===== src/rtl/mips_ctrl_pkg.sv =====
// Shared types and defaults for the MIPS core control blocks.
package mips_ctrl_pkg;

   // Bring-up sequencer states; the encodings are visible on seq_state for debug.
   typedef enum logic [2:0] {
      ST_IDLE     = 3'd0,
      ST_STRETCH  = 3'd1,
      ST_MEM_INIT = 3'd2,
      ST_RF_CLEAR = 3'd3,
      ST_RELEASE  = 3'd4,
      ST_RUN      = 3'd5,
      ST_FAULT    = 3'd6
   } seq_state_t;

   // Registered sequencer outputs, grouped so they are decoded in one place.
   typedef struct packed {
      logic core_reset;
      logic mem_init_req;
      logic rf_clear_req;
      logic pc_enable;
      logic ready;
      logic fault;
   } seq_out_t;

   localparam int unsigned DEF_STRETCH_CYCLES = 16;
   localparam int unsigned DEF_TIMEOUT_CYCLES = 1024;
   localparam int unsigned DEF_RELEASE_GAP    = 2;

   // Largest of three bounds, used to size the shared counter.
   function automatic int unsigned max3(input int unsigned a, input int unsigned b,
                                        input int unsigned c);
      int unsigned m;
      m = a;
      if (b > m) m = b;
      if (c > m) m = c;
      return m;
   endfunction

   // Output levels owned by each state; core reset is held everywhere except RELEASE and RUN.
   function automatic seq_out_t decode_outputs(input seq_state_t st);
      seq_out_t o;
      o            = '0;
      o.core_reset = 1'b1;
      case (st)
         ST_MEM_INIT: o.mem_init_req = 1'b1;
         ST_RF_CLEAR: o.rf_clear_req = 1'b1;
         ST_RELEASE:  o.core_reset   = 1'b0;
         ST_RUN: begin
            o.core_reset = 1'b0;
            o.pc_enable  = 1'b1;
            o.ready      = 1'b1;
         end
         ST_FAULT:    o.fault        = 1'b1;
         default:     ;
      endcase
      return o;
   endfunction

endpackage


===== src/rtl/mips_reset_sequencer_edge_sync.sv =====
// Two-flop synchronizer with rising-edge detect for an asynchronous board input.
// A rise only counts once the synchronized input has been seen low after reset,
// so a level already high when reset releases never produces an edge.
module edge_sync (
   input  logic clk,
   input  logic reset_n,
   input  logic din,
   output logic rise
);

   logic meta_q;
   logic sync_q;
   logic prev_q;
   logic fill1_q;
   logic fill2_q;
   logic armed_q;

   // Synchronize, remember the previous sample, and arm on the first genuine low sample.
   always_ff @(posedge clk or negedge reset_n) begin
      if (!reset_n) begin
         meta_q  <= 1'b0;
         sync_q  <= 1'b0;
         prev_q  <= 1'b0;
         fill1_q <= 1'b0;
         fill2_q <= 1'b0;
         armed_q <= 1'b0;
      end else begin
         // NOTE: non-blocking so each stage captures its predecessor's value from before the edge.
         meta_q  <= din;
         sync_q  <= meta_q;
         prev_q  <= sync_q;
         fill1_q <= 1'b1;
         fill2_q <= fill1_q;
         if (fill2_q && !sync_q) armed_q <= 1'b1;
      end
   end

   assign rise = sync_q & ~prev_q & armed_q;

endmodule


===== src/rtl/mips_reset_sequencer.sv =====
// Power-on / soft-reset sequencer for the MIPS core: reset stretch, memory init
// and register-file clear handshakes, then staged release of core reset and PC enable.
module mips_reset_sequencer
   import mips_ctrl_pkg::*;
#(
   parameter int unsigned STRETCH_CYCLES = DEF_STRETCH_CYCLES,
   parameter int unsigned TIMEOUT_CYCLES = DEF_TIMEOUT_CYCLES,
   parameter int unsigned RELEASE_GAP    = DEF_RELEASE_GAP
) (
   input  logic       clk,
   input  logic       reset_n,
   input  logic       initiate,
   input  logic       soft_reset,
   input  logic       mem_init_done,
   input  logic       rf_clear_done,
   output logic       core_reset,
   output logic       mem_init_req,
   output logic       rf_clear_req,
   output logic       pc_enable,
   output logic       ready,
   output logic       fault,
   output logic [2:0] seq_state
);

   localparam int unsigned CNT_MAX = max3(STRETCH_CYCLES, TIMEOUT_CYCLES, RELEASE_GAP);
   localparam int unsigned CNT_W   = $clog2(CNT_MAX + 1);

   typedef logic [CNT_W-1:0] cnt_t;

   // Last cycle count of each timed state; the transition fires on that cycle.
   localparam cnt_t STRETCH_LAST = cnt_t'(STRETCH_CYCLES - 1);
   localparam cnt_t TIMEOUT_LAST = cnt_t'(TIMEOUT_CYCLES - 1);
   localparam cnt_t RELEASE_LAST = cnt_t'(RELEASE_GAP - 1);

   seq_state_t state_q;
   seq_state_t state_d;
   cnt_t       cnt_q;
   cnt_t       cnt_d;
   seq_out_t   out_q;
   logic       init_rise;

   edge_sync u_init_sync (
      .clk     (clk),
      .reset_n (reset_n),
      .din     (initiate),
      .rise    (init_rise)
   );

   // Next state and shared counter; the counter restarts at zero on every state change.
   always_comb begin
      // NOTE: defaults first so every path assigns every output and no latch is inferred.
      state_d = state_q;
      cnt_d   = '0;
      case (state_q)
         ST_IDLE:     if (init_rise) state_d = ST_STRETCH;
         ST_STRETCH:  if (cnt_q == STRETCH_LAST) state_d = ST_MEM_INIT;
         ST_MEM_INIT: begin
            if (mem_init_done)              state_d = ST_RF_CLEAR;
            else if (cnt_q == TIMEOUT_LAST) state_d = ST_FAULT;
         end
         ST_RF_CLEAR: begin
            if (rf_clear_done)              state_d = ST_RELEASE;
            else if (cnt_q == TIMEOUT_LAST) state_d = ST_FAULT;
         end
         ST_RELEASE:  if (cnt_q == RELEASE_LAST) state_d = ST_RUN;
         ST_RUN:      if (soft_reset) state_d = ST_STRETCH;
         ST_FAULT:    if (init_rise) state_d = ST_STRETCH;
         default:     state_d = ST_IDLE;
      endcase
      if (state_d == state_q &&
          state_q inside {ST_STRETCH, ST_MEM_INIT, ST_RF_CLEAR, ST_RELEASE}) begin
         cnt_d = cnt_q + cnt_t'(1);
      end
   end

   // State, counter and outputs; outputs are registered from the next state so they align with it.
   always_ff @(posedge clk or negedge reset_n) begin
      if (!reset_n) begin
         state_q <= ST_IDLE;
         cnt_q   <= '0;
         out_q   <= decode_outputs(ST_IDLE);
      end else begin
         state_q <= state_d;
         cnt_q   <= cnt_d;
         out_q   <= decode_outputs(state_d);
      end
   end

   assign core_reset   = out_q.core_reset;
   assign mem_init_req = out_q.mem_init_req;
   assign rf_clear_req = out_q.rf_clear_req;
   assign pc_enable    = out_q.pc_enable;
   assign ready        = out_q.ready;
   assign fault        = out_q.fault;
   assign seq_state    = state_q;

endmodule

===== config.mk =====
export PLATFORM = sky130hd
export DESIGN_NAME = mips_reset_sequencer
export DESIGN_NICKNAME = d
export VERILOG_FILES = /design/src/rtl/mips_ctrl_pkg.sv /design/src/rtl/mips_reset_sequencer_edge_sync.sv /design/src/rtl/mips_reset_sequencer.sv
export SDC_FILE = /design/constraint.sdc
export NUM_CORES = 1
export LEC_CHECK = 0
export ABC_AREA = 1
export CORE_UTILIZATION = 49
export DETAILED_ROUTE_END_ITERATION = 12
export GPL_ROUTABILITY_DRIVEN = 0
export PLACE_DENSITY = 0.82
export SLEW_MARGIN = 20
export SYNTH_ARGS = -nofsm -noshare
export SYNTH_HDL_FRONTEND = slang
export SYNTH_HIERARCHICAL = 1
export SYNTH_SLANG_ARGS = --single-unit

===== constraint.sdc =====
create_clock -name clk -period 1.69 [get_ports clk]
set_clock_uncertainty 0.15 [all_clocks]
set_input_delay 0.169 -clock clk [delete_from_list [all_inputs] [get_ports clk]]
set_output_delay 0.169 -clock clk [all_outputs]
set_load 0.01 [all_outputs]

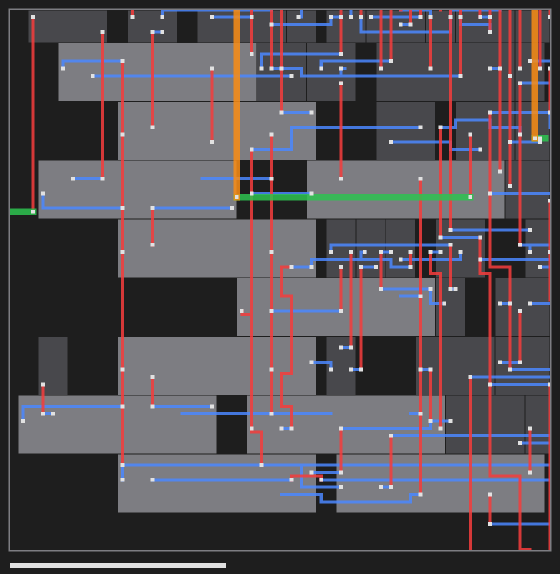
Figure 1: run 1, a small window of the routed layout.
The bar under the picture is 10 µm long. Region (1, 1) to (26, 26) µm. Cells in grey, sequential cells in the stronger grey; small squares are vias.
colour	layer
orange	met4
red	met2
blue	met1
green	met3
sequential cells in the window	11
netlist names of flops here include	`cnt_q` (3)
cells with their middle in the window	38
most frequent	dfrtp_1 (10), nor2_2 (4)

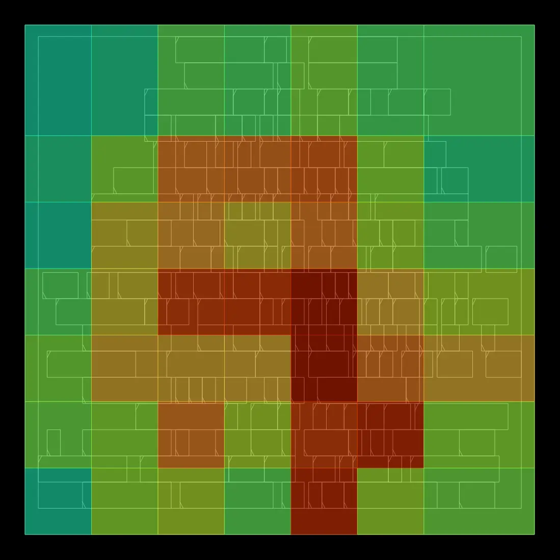
Figure 2: run 1, track usage over the die.
post-layout utilization of the core: 67.6%
gr usage total: 22.4%
Global Route met2 Usage: 41.1%

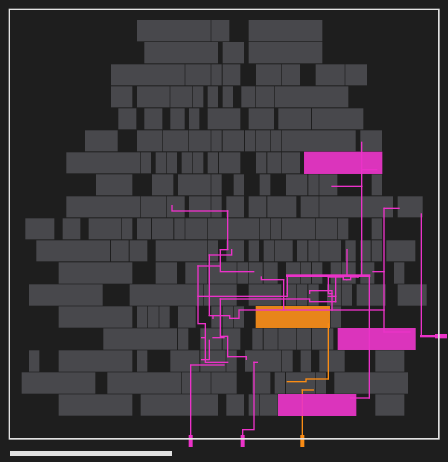
Figure 3: run 1, nets reached from selected ports.
The bar under the picture is 20 µm long.
colour	port	bits	direction	end cells	buffers	wire
magenta	`seq_state`	3	output	3	4	257 µm
orange	`rf_clear_req`	1	output	1	1	19.2 µm

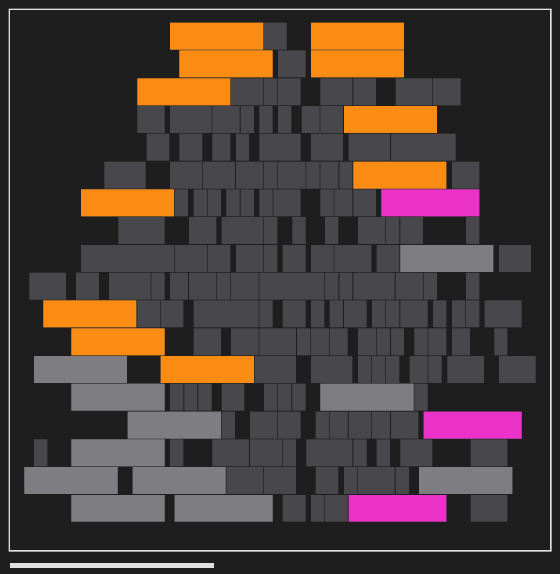
Figure 4: run 1, where the registers sit.
The bar under the picture is 20 µm long. Other sequential cells in the stronger grey, the rest of the logic in the fainter grey.
colour	name in the netlist	sequential cells
magenta	`seq_state`	3
orange	`cnt_q`	11
not coloured	11
fraction of standard cell area that is sequential: 38.0%
Flop area: 631 µm²
Power Sequential: 766 µW

==> results.cfg, run 1 <==
; synthesis and place-and-route metrics
[global_routing]
number_of_global_route_vias_before_repair = 1098

[detailed_routing]
topRoutingLayerUsed = met4
wl_per_cell_um = 12.8

[die]
dieWidth_um = 52.9
die_area_um2 = 2800
die_y_um = 52.9

[layout]
final_layout_clock_cell_area_share_pct = 1.81
flop-count = 25

[sta]
rsz_0062_raised_after_global_routing = yes
slew_violations = 0
timing.final.hold_violations = 0
setup_ws_ns = -0.129
final-setup-viol-count = 14

[synth]
ys_top_cells_by_count = sky130_fd_sc_hd__nand2_1, sky130_fd_sc_hd__dfrtp_1, sky130_fd_sc_hd__inv_1, sky130_fd_sc_hd__nor2_1, sky130_fd_sc_hd__nor2_2

[cts]
clock_tree.htree_level_count = 1

[critical_path]
setup.reg_to_reg.worst_slack_ns = -0.13
critical_path.endpoint_type = register
startpoint = seq_state[1]$_DFF_PN0_

[status]
outcome = finished with violations
violations = negative setup slack
Figure 5. Gate-type map (run 1).
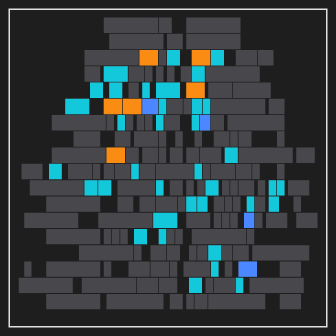

==> inputs of run 2 (changes only) <==
--- a/config.mk
+++ b/config.mk
@@ -6,10 +6,11 @@
 export NUM_CORES = 1
 export LEC_CHECK = 0
 export ABC_AREA = 1
-export CORE_UTILIZATION = 49
+export CORE_UTILIZATION = 55
 export DETAILED_ROUTE_END_ITERATION = 12
+export DONT_BUFFER_PORTS = 1
 export GPL_ROUTABILITY_DRIVEN = 0
-export PLACE_DENSITY = 0.82
+export PLACE_DENSITY = 0.81
 export SLEW_MARGIN = 20
 export SYNTH_ARGS = -nofsm -noshare
 export SYNTH_HDL_FRONTEND = slang
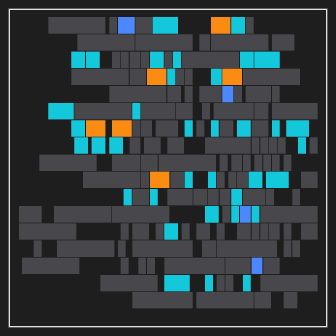
Figure 6: run 2, gate-type map.
colour	family	cells
blue	inverting AOI/OAI gates	4
cyan	NOR gates	36
orange	XOR/XNOR gates	6
multi-input gate share of the layout cell area: 38.8%
leading cell type in the layout, fill and taps excluded: sky130_fd_sc_hd__nand2_1
final standard cell count with taps included and fillers excluded: 190

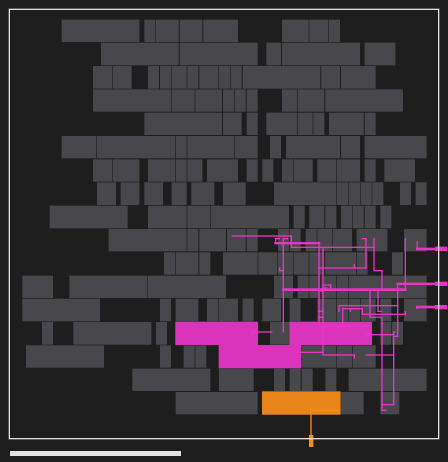
Figure 7: run 2, nets reached from selected ports.
The bar under the picture is 20 µm long.
colour	port	bits	direction	end cells	buffers	wire
orange	`rf_clear_req`	1	output	1	0	6.10 µm
magenta	`seq_state`	3	output	3	3	184 µm
Top Ports: 15
count of input and output buffers: 0

==> run 2 against run 1 <==
Compared with the run above:
- the run still ends with negative setup slack left
- sequential power is 1% lower
- total power is 11% lower
- maximum frequency is 3.6% higher
- synthesized area unchanged
- die area shrank 11%
- cell count down 8.7%
- clock power fell by 2%
- design area down 9.8%
- worst setup slack improved by 0.064 ns
- flip-flop count is the same
- combinational power fell by about 20%
- global-route usage decreased by 0.39 points
- critical endpoint is now cnt_q[8]$_DFF_PN0_
- largest cell class unchanged
- highest routed layer unchanged
==> results.cfg, run 2 <==
; synthesis and place-and-route metrics
[synth]
ys_top_cells_by_count = sky130_fd_sc_hd__nand2_1, sky130_fd_sc_hd__dfrtp_1, sky130_fd_sc_hd__inv_1, sky130_fd_sc_hd__nor2_1, sky130_fd_sc_hd__nor2_2

[critical_path]
setup.reg_to_reg.worst_slack_ns = -0.06
startpoint = cnt_q[1]$_DFF_PN0_

[layout]
ff_latch_area_um2 = 631
final-nonclk-buf-share_pct = 9.27
flop-count = 25

[status]
outcome = finished with violations
violations = negative setup slack

[sta]
setup_ws_ns = -0.0648
final-setup-viol-count = 11
slew_violations = 0
rsz_0062_raised_after_global_routing = yes

[die]
die_y_um = 50.0
die_area_um2 = 2500

[detailed_routing]
topRoutingLayerUsed = met4
wl_per_cell_um = 13.4

[global_routing]
groute.usage.overall_pct = 22.1
number_of_global_route_vias_before_repair = 919
global_route.usage.met2_pct = 37.3

[cts]
clock_tree.htree_level_count = 1
cts-buffers-inserted = 3
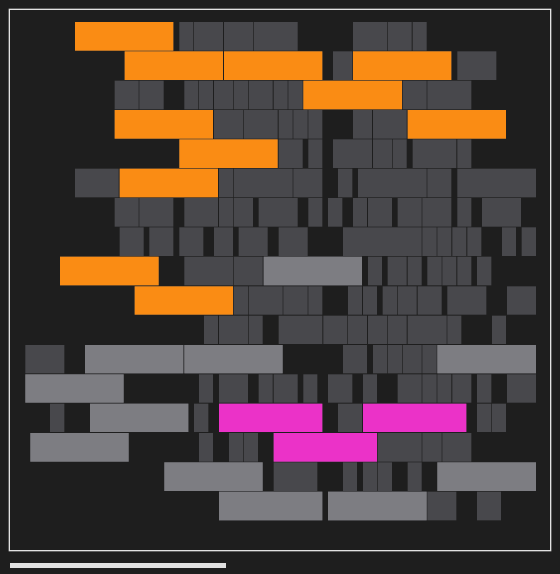
Figure 8: run 2, where the registers sit.
The bar under the picture is 20 µm long. Other sequential cells in the stronger grey, the rest of the logic in the fainter grey.
colour	name in the netlist	sequential cells
magenta	`seq_state`	3
orange	`cnt_q`	11
not coloured	11
fraction of standard cell area that is sequential: 42.1%
post-layout utilization of the core: 68.4%
Power Sequential: 755 µW

Power figures rest on the tool's default switching activity, not on a simulated workload.
